==> config.mk <==
export PLATFORM = sky130hd
export DESIGN_NAME = fetch_unit_flat
export DESIGN_NICKNAME = d
export VERILOG_FILES = /design/src/rtl/fetch_unit_if.sv /design/src/rtl/fetch_unit.sv /design/src/flat_wrapper.sv
export SDC_FILE = /design/constraint.sdc
export NUM_CORES = 1
export LEC_CHECK = 0
export CAP_MARGIN = 20
export CORE_ASPECT_RATIO = 0.75
export CORE_MARGIN = 8
export CORE_UTILIZATION = 51
export DETAILED_ROUTE_END_ITERATION = 10
export PLACE_DENSITY_LB_ADDON = 0.3
export SKIP_CTS_REPAIR_TIMING = 1
export SYNTH_ARGS = -nofsm -noshare
export SYNTH_HDL_FRONTEND = slang
export SYNTH_SLANG_ARGS = --single-unit
==> constraint.sdc <==
create_clock -name clk -period 5.85 [get_ports clk]
set_input_delay 1.17 -clock clk [delete_from_list [all_inputs] [get_ports clk]]
set_output_delay 1.17 -clock clk [all_outputs]
set_load 0.05 [all_outputs]
Figure 1. M1 wires (run 1).
Scale: 3 px per um. Supply wires on this layer in grey.
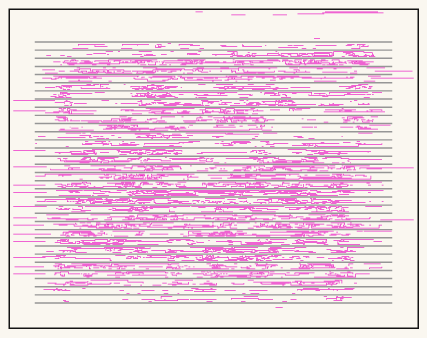
The longest straight run is 30.8 um. The layer carries 7260 um of wire. The layer holds 40% of the routed length.
detailed-route via count: 6083
Detailed Route WL: 18100 um

Figure 2. Wiring by layer (run 1).
Scale: 3 px per um. Two of the layers only.
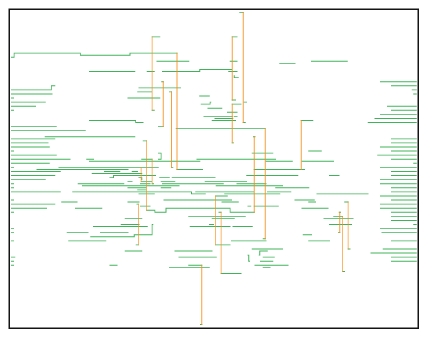
metal 4: shown in orange, wire length 399 um. metal 3: shown in green, wire length 1850 um.
GRT Total Usage: 0.245
wire per inst: 17.9 um

Figure 3. Selected gate families (run 1).
Scale: 3 px per um.
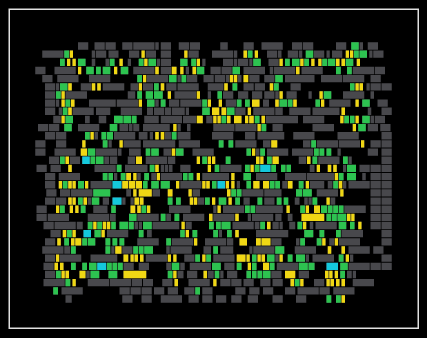
inverting AOI/OAI gates: shown in green, cells 232, where widely spread. NAND gates: shown in yellow, cells 215, where widely spread. AND-OR and OR-AND gates: shown in cyan, cells 8.
logic share of the area: 0.411
Commonest Layout Cell: nand2_1
Non-Filler Instances: 1007

==> flow_summary_export.csv, run 1 <==
group,metric,value,unit
outcome,status,"completed",
clock_tree,clk_latency,0.35,ns
floorplanning,die_w,136,um
route,drt_iter0_drc,605,
floorplanning,die_height,106,um
critical_path,startpoint_type,"input port",
global_route,grt_pass1_vias,5753,
global_route,antenna_found_initial,0,
sta,drv_slew,0,
clock_tree,cts_made_buffers,9,
floorplanning,coreArea,0.0104,sq mm
sta,finClkSkew,0.00474,ns
yosys,fp_nets,842,
run,cap_violations,0,
yosys,netlist_instances,769,
critical_path,worstPathMaxFanout,32,
power_and_ir_drop,vdd_ir_drop_max,0.149,mV
route,routed_via_density,6.04,
floorplanning,initial_utilization,0.529,
sta,final-hold-violation-count,0,
floorplanning,rows,32,
sta,finalClockPeriodUsage,0.803,
cells_and_area,syn2layout_area_growth,33.0,%
placement,gp_congestion,0.903,
yosys,ys_area,0.00549,sq mm
yosys,edf_count,0,
critical_path,reg2reg_depth,7,
route,drcViolationCount,0,
clock_tree,cts_num_sinks,99,
clock_tree,path_clk_slew,0.07,ns
cells_and_area,fillers,854,
floorplanning,ios,167,
critical_path,arrival,3.53,ns
clock_tree,h-tree-depth,3,
yosys,yosys_cells,769,
route,firstDrtPassIters,5,
yosys,yosys_warnings,0,
run,tool_warnings,30,
critical_path,r2r_slack,3.25,ns
cells_and_area,final_core_util,0.704,
floorplanning,chipArea,0.0144,sq mm
route,ant_nets,0,
critical_path,path_class,"input port to output port",
sta,setup_tns,0,ns
global_route,grt_pass1_wl,28800,um
sta,rsz0062_at_grt,"false",
yosys,ys_seq_frac,0.361,
yosys,netlist_area,0.00549,sq mm
sta,min_period,4.70,ns
clock_tree,clock_path_buffers,2,
placement,placed_area,0.00690,sq mm
yosys,yosysUniqueCellTypes,54,
sta,tightest_slew,0.878,ns
placement,io_buffer_count,164,
cells_and_area,fin_area,0.00730,sq mm
power_and_ir_drop,power_leakage,0.00243,uW
yosys,ys_seq_elements,99,
-- run 1: cells in the mapped netlist (8+ instances only) --
cell / n / area share
inv_1: 11 / 0.0075
a21oi_1: 107 / 0.098
o21ai_0: 51 / 0.047
nor2_1: 63 / 0.043
nand4_1: 8 / 0.0091
nand3_1: 11 / 0.010
and3_1: 8 / 0.0091
dfxtp_1: 99 / 0.36
a311oi_1: 9 / 0.014
a22oi_1: 33 / 0.045
nor3_1: 15 / 0.014
clkbuf_1: 37 / 0.025
buf_4: 33 / 0.045
buf_2: 13 / 0.012
nand2_1: 179 / 0.12
-- run 1: worst max-delay path: stages --
cell and delay [ns]:
clkdlybuf4s50_1 0.68, and3_1 0.23, buf_4 0.34, a22oi_1 0.12, nor2_1 0.13, clkdlybuf4s50_1 0.85
-- run 1: cells by family (layout without fill, tap and decap cells) --
| group | Yosys count | in the layout | synth area share |
|---|---|---|---|
| flip-flops | 99 | 99 | 0.361 |
| buffers and inverters | 100 | 202 | 0.0939 |
| AND-OR/OR-AND | 240 | 240 | 0.261 |
| adder cells (fa/ha/maj) | 4 | 4 | 0.00912 |
| XOR/XNOR | 1 | 1 | 0.00296 |
| multiplexers | 2 | 2 | 0.00388 |
| AND/OR/NAND/NOR | 323 | 323 | 0.268 |
-- run 1: report_power, final --
part | total (uW) | internal, uW | switching, uW
logic | 431 | 152 | 279
clock network | 709 | 452 | 257
registers | 737 | 702 | 34.6
total | 1880 | 1310 | 571
-- run 1: layout make-up --
| type | instances | area, sq um | area share |
|---|---|---|---|
| multi-input cells | 570 | 3000 | 0.411 |
| flip-flops and latches | 99 | 1980 | 0.271 |
| repair buffers | 175 | 1740 | 0.239 |
| clock buffers | 12 | 267 | 0.0365 |
| well taps | 136 | 170 | 0.0233 |
| clock inverters | 4 | 95.1 | 0.0130 |
| inverters | 11 | 41.3 | 0.00565 |
-- run 1: per-stage QoR --
step	total power [uW]	instances	hold WS [ns]	setup slack, ns
CTS	1870	1005	0.455	1.17
detailed placement	1170	989	0.446	1.21
global route	1950	1007	0.476	1.05
floorplan	1030	769	0.432	2.03
global placement	1160	989	0.437	1.28
finish	1880	1007	0.451	1.15
-- run 1: metal layers --
metal	wire length, um	global-route usage	part of all wire	vias to the layer above
li1	-	-	-	2851
met1	7260	0.301	0.40	2857
met2	8560	0.402	0.47	332
met3	1850	0.0697	0.10	43
met4	399	0.0806	0.022	0
met5	0	0	0	-
==> inputs of run 2 (changes only) <==
- CORE_UTILIZATION: 51 -> 48
- clock period: 5.85 -> 4.7 ns (I/O delays scaled with it)
Figure 4. Selected gate families (run 2).
Scale: 3 px per um.
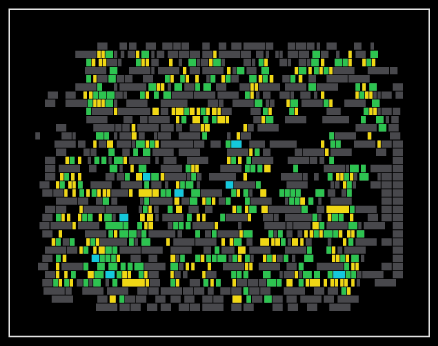
inverting AOI/OAI gates: shown in green, cells 232. AND-OR and OR-AND gates: shown in cyan, cells 8. NAND gates: shown in yellow, cells 215, where widely spread.
logic share of the area: 0.417
Non-Filler Instances: 1012

==> flow_summary_export.csv, run 2 <==
group,metric,value,unit
floorplanning,ios,167,
power_and_ir_drop,power_leakage,0.00248,uW
floorplanning,rows,33,
yosys,top_area_cell,"dfxtp_1",
global_route,grt_pass1_wl,27900,um
yosys,synth.most_common_cell,"nand2_1",
yosys,netlist_instances,769,
yosys,edf_count,0,
global_route,antenna_found_initial,0,
clock_tree,h-tree-depth,3,
critical_path,startpoint_type,"input port",
power_and_ir_drop,power_frac_comb,0.229,
power_and_ir_drop,p_clk_frac,0.375,
sta,tightest_slew,0.874,ns
outcome,status,"completed",
power_and_ir_drop,p_int,1600,uW
critical_path,worstPathRequired,3.76,ns
clock_tree,clock_path_buffers,2,
yosys,top_area_frac,0.361,
route,vias,5953,
placement,io_buffer_count,164,
power_and_ir_drop,netSwitchingFraction,0.310,
power_and_ir_drop,power.switching,716,uW
placement,gp_congestion,0.875,
yosys,ys_seq_frac,0.361,
yosys,fp_nets,842,
sta,setup_tns,0,ns
critical_path,cp_slowest_cell,"clkdlybuf4s50_1",
clock_tree,clk_latency,0.35,ns
placement,placed_area,0.00684,sq mm
sta,final-hold-violation-count,0,
critical_path,r2r_slack,2.10,ns
cells_and_area,drive_gt1_frac,0.0917,
sta,finalClockPeriodUsage,0.781,
clock_tree,cts_num_sinks,99,
power_and_ir_drop,powerDensity,321,mW/mm^2
cells_and_area,fillers,942,
clock_tree,path_clk_slew,0.06,ns
yosys,yosys_warnings,0,
route,routed_via_density,5.88,
cells_and_area,syn2layout_area_growth,31.3,%
critical_path,slowest_delay,0.73,ns
power_and_ir_drop,seqPwrFrac,0.396,
cells_and_area,seqCellArea,0.00198,sq mm
critical_path,worstPathMaxFanout,8,
sta,finClkSkew,0.0123,ns
critical_path,crit_chain,"clkdlybuf4s50_1, nand2_1, o21ai_0, nand3_1, clkdlybuf4s50_1",
route,drcViolationCount,0,
critical_path,path_class,"input port to output port",
power_and_ir_drop,vdd_ir_drop_max,0.189,mV
floorplanning,die_w,139,um
floorplanning,die_height,109,um
sta,drv_slew,0,
yosys,top_cells_by_count,"179 x nand2_1, 107 x a21oi_1, 99 x dfxtp_1",
clock_tree,cts_made_buffers,9,
critical_path,arrival,2.73,ns
sta,whs,0.451,ns
critical_path,path_common_cell,"clkdlybuf4s50_1",
yosys,yosys_cells,769,
global_route,grt_pass1_vias,5405,
floorplanning,chipArea,0.0151,sq mm
sta,rsz0062_at_grt,"false",
cells_and_area,logic_area,0.00300,sq mm
cells_and_area,fin_area,0.00721,sq mm
yosys,ys_area,0.00549,sq mm
run,cap_violations,0,
floorplanning,initial_utilization,0.498,
floorplanning,coreArea,0.0110,sq mm
yosys,topCellsByArea,"dfxtp_1 36%, nand2_1 12%, a21oi_1 9.8%",
run,tool_warnings,30,
yosys,ys_seq_elements,99,
Figure 5. Congestion heat map (run 2).
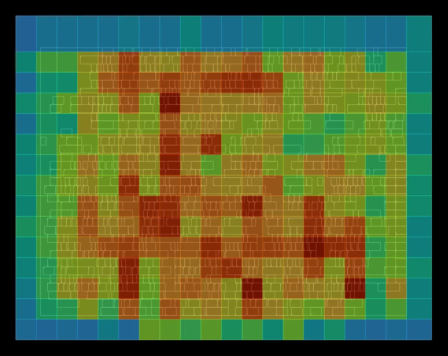
global routing usage on met2: 0.362
busiest grt layer: met2
GRT Total Usage: 0.222
wire per inst: 17.4 um

-- run 2: kinds of logic after synthesis --
kind of cell             count (synthesis)  synth area share
XOR/XNOR                                 1           0.00296
multiplexers                             2           0.00388
AND/OR/NAND/NOR                        323             0.268
AND-OR/OR-AND                          240             0.261
buffers and inverters                  100            0.0939
flip-flops                              99             0.361
adder cells (fa/ha/maj)                  4           0.00912
-- run 2: worst max-delay path: cells and delay by family --
family,cells,cell delay (ns)
simple gates,2,0.25
compound gates,1,0.17
buf+inv,2,1.36
-- run 2: per-stage QoR --
step | setup WS (ns) | util | power, uW | instances
floorplan | 1.34 | - | 1280 | 769
global placement | 1.04 | 0.620 | 1440 | 995
detailed placement | 1.02 | 0.620 | 1460 | 995
CTS | 1.03 | 0.652 | 2320 | 1011
global route | 0.886 | 0.654 | 2400 | 1012
finish | 1.03 | 0.654 | 2310 | 1012
-- run 2: layer usage --
layer,share of wire,vias up,GRT usage
met4,0.015,0,0.0710
met3,0.089,21,0.0668
met1,0.42,2810,0.281
met2,0.47,266,0.362
li1,-,2856,-
met5,0,-,0
-- run 2: final cells by class --
| cell class | instances | share of cell area |
|---|---|---|
| multi-input combinational | 570 | 0.417 |
| sequential | 99 | 0.275 |
| timing repair buffer | 176 | 0.230 |
| clock buffer | 10 | 0.0332 |
| tap | 140 | 0.0243 |
| clock inverter | 6 | 0.0155 |
| inverter | 11 | 0.00573 |
-- run 2: power groups by stage --
stage	Sequential, uW	Combinational [uW]	Clock (uW)
finish	916	529	868
global route	921	565	913
CTS	915	526	881
detailed placement	934	523	0
global placement	932	513	0
floorplan	980	298	0
Power and IR drop assume default switching activity.
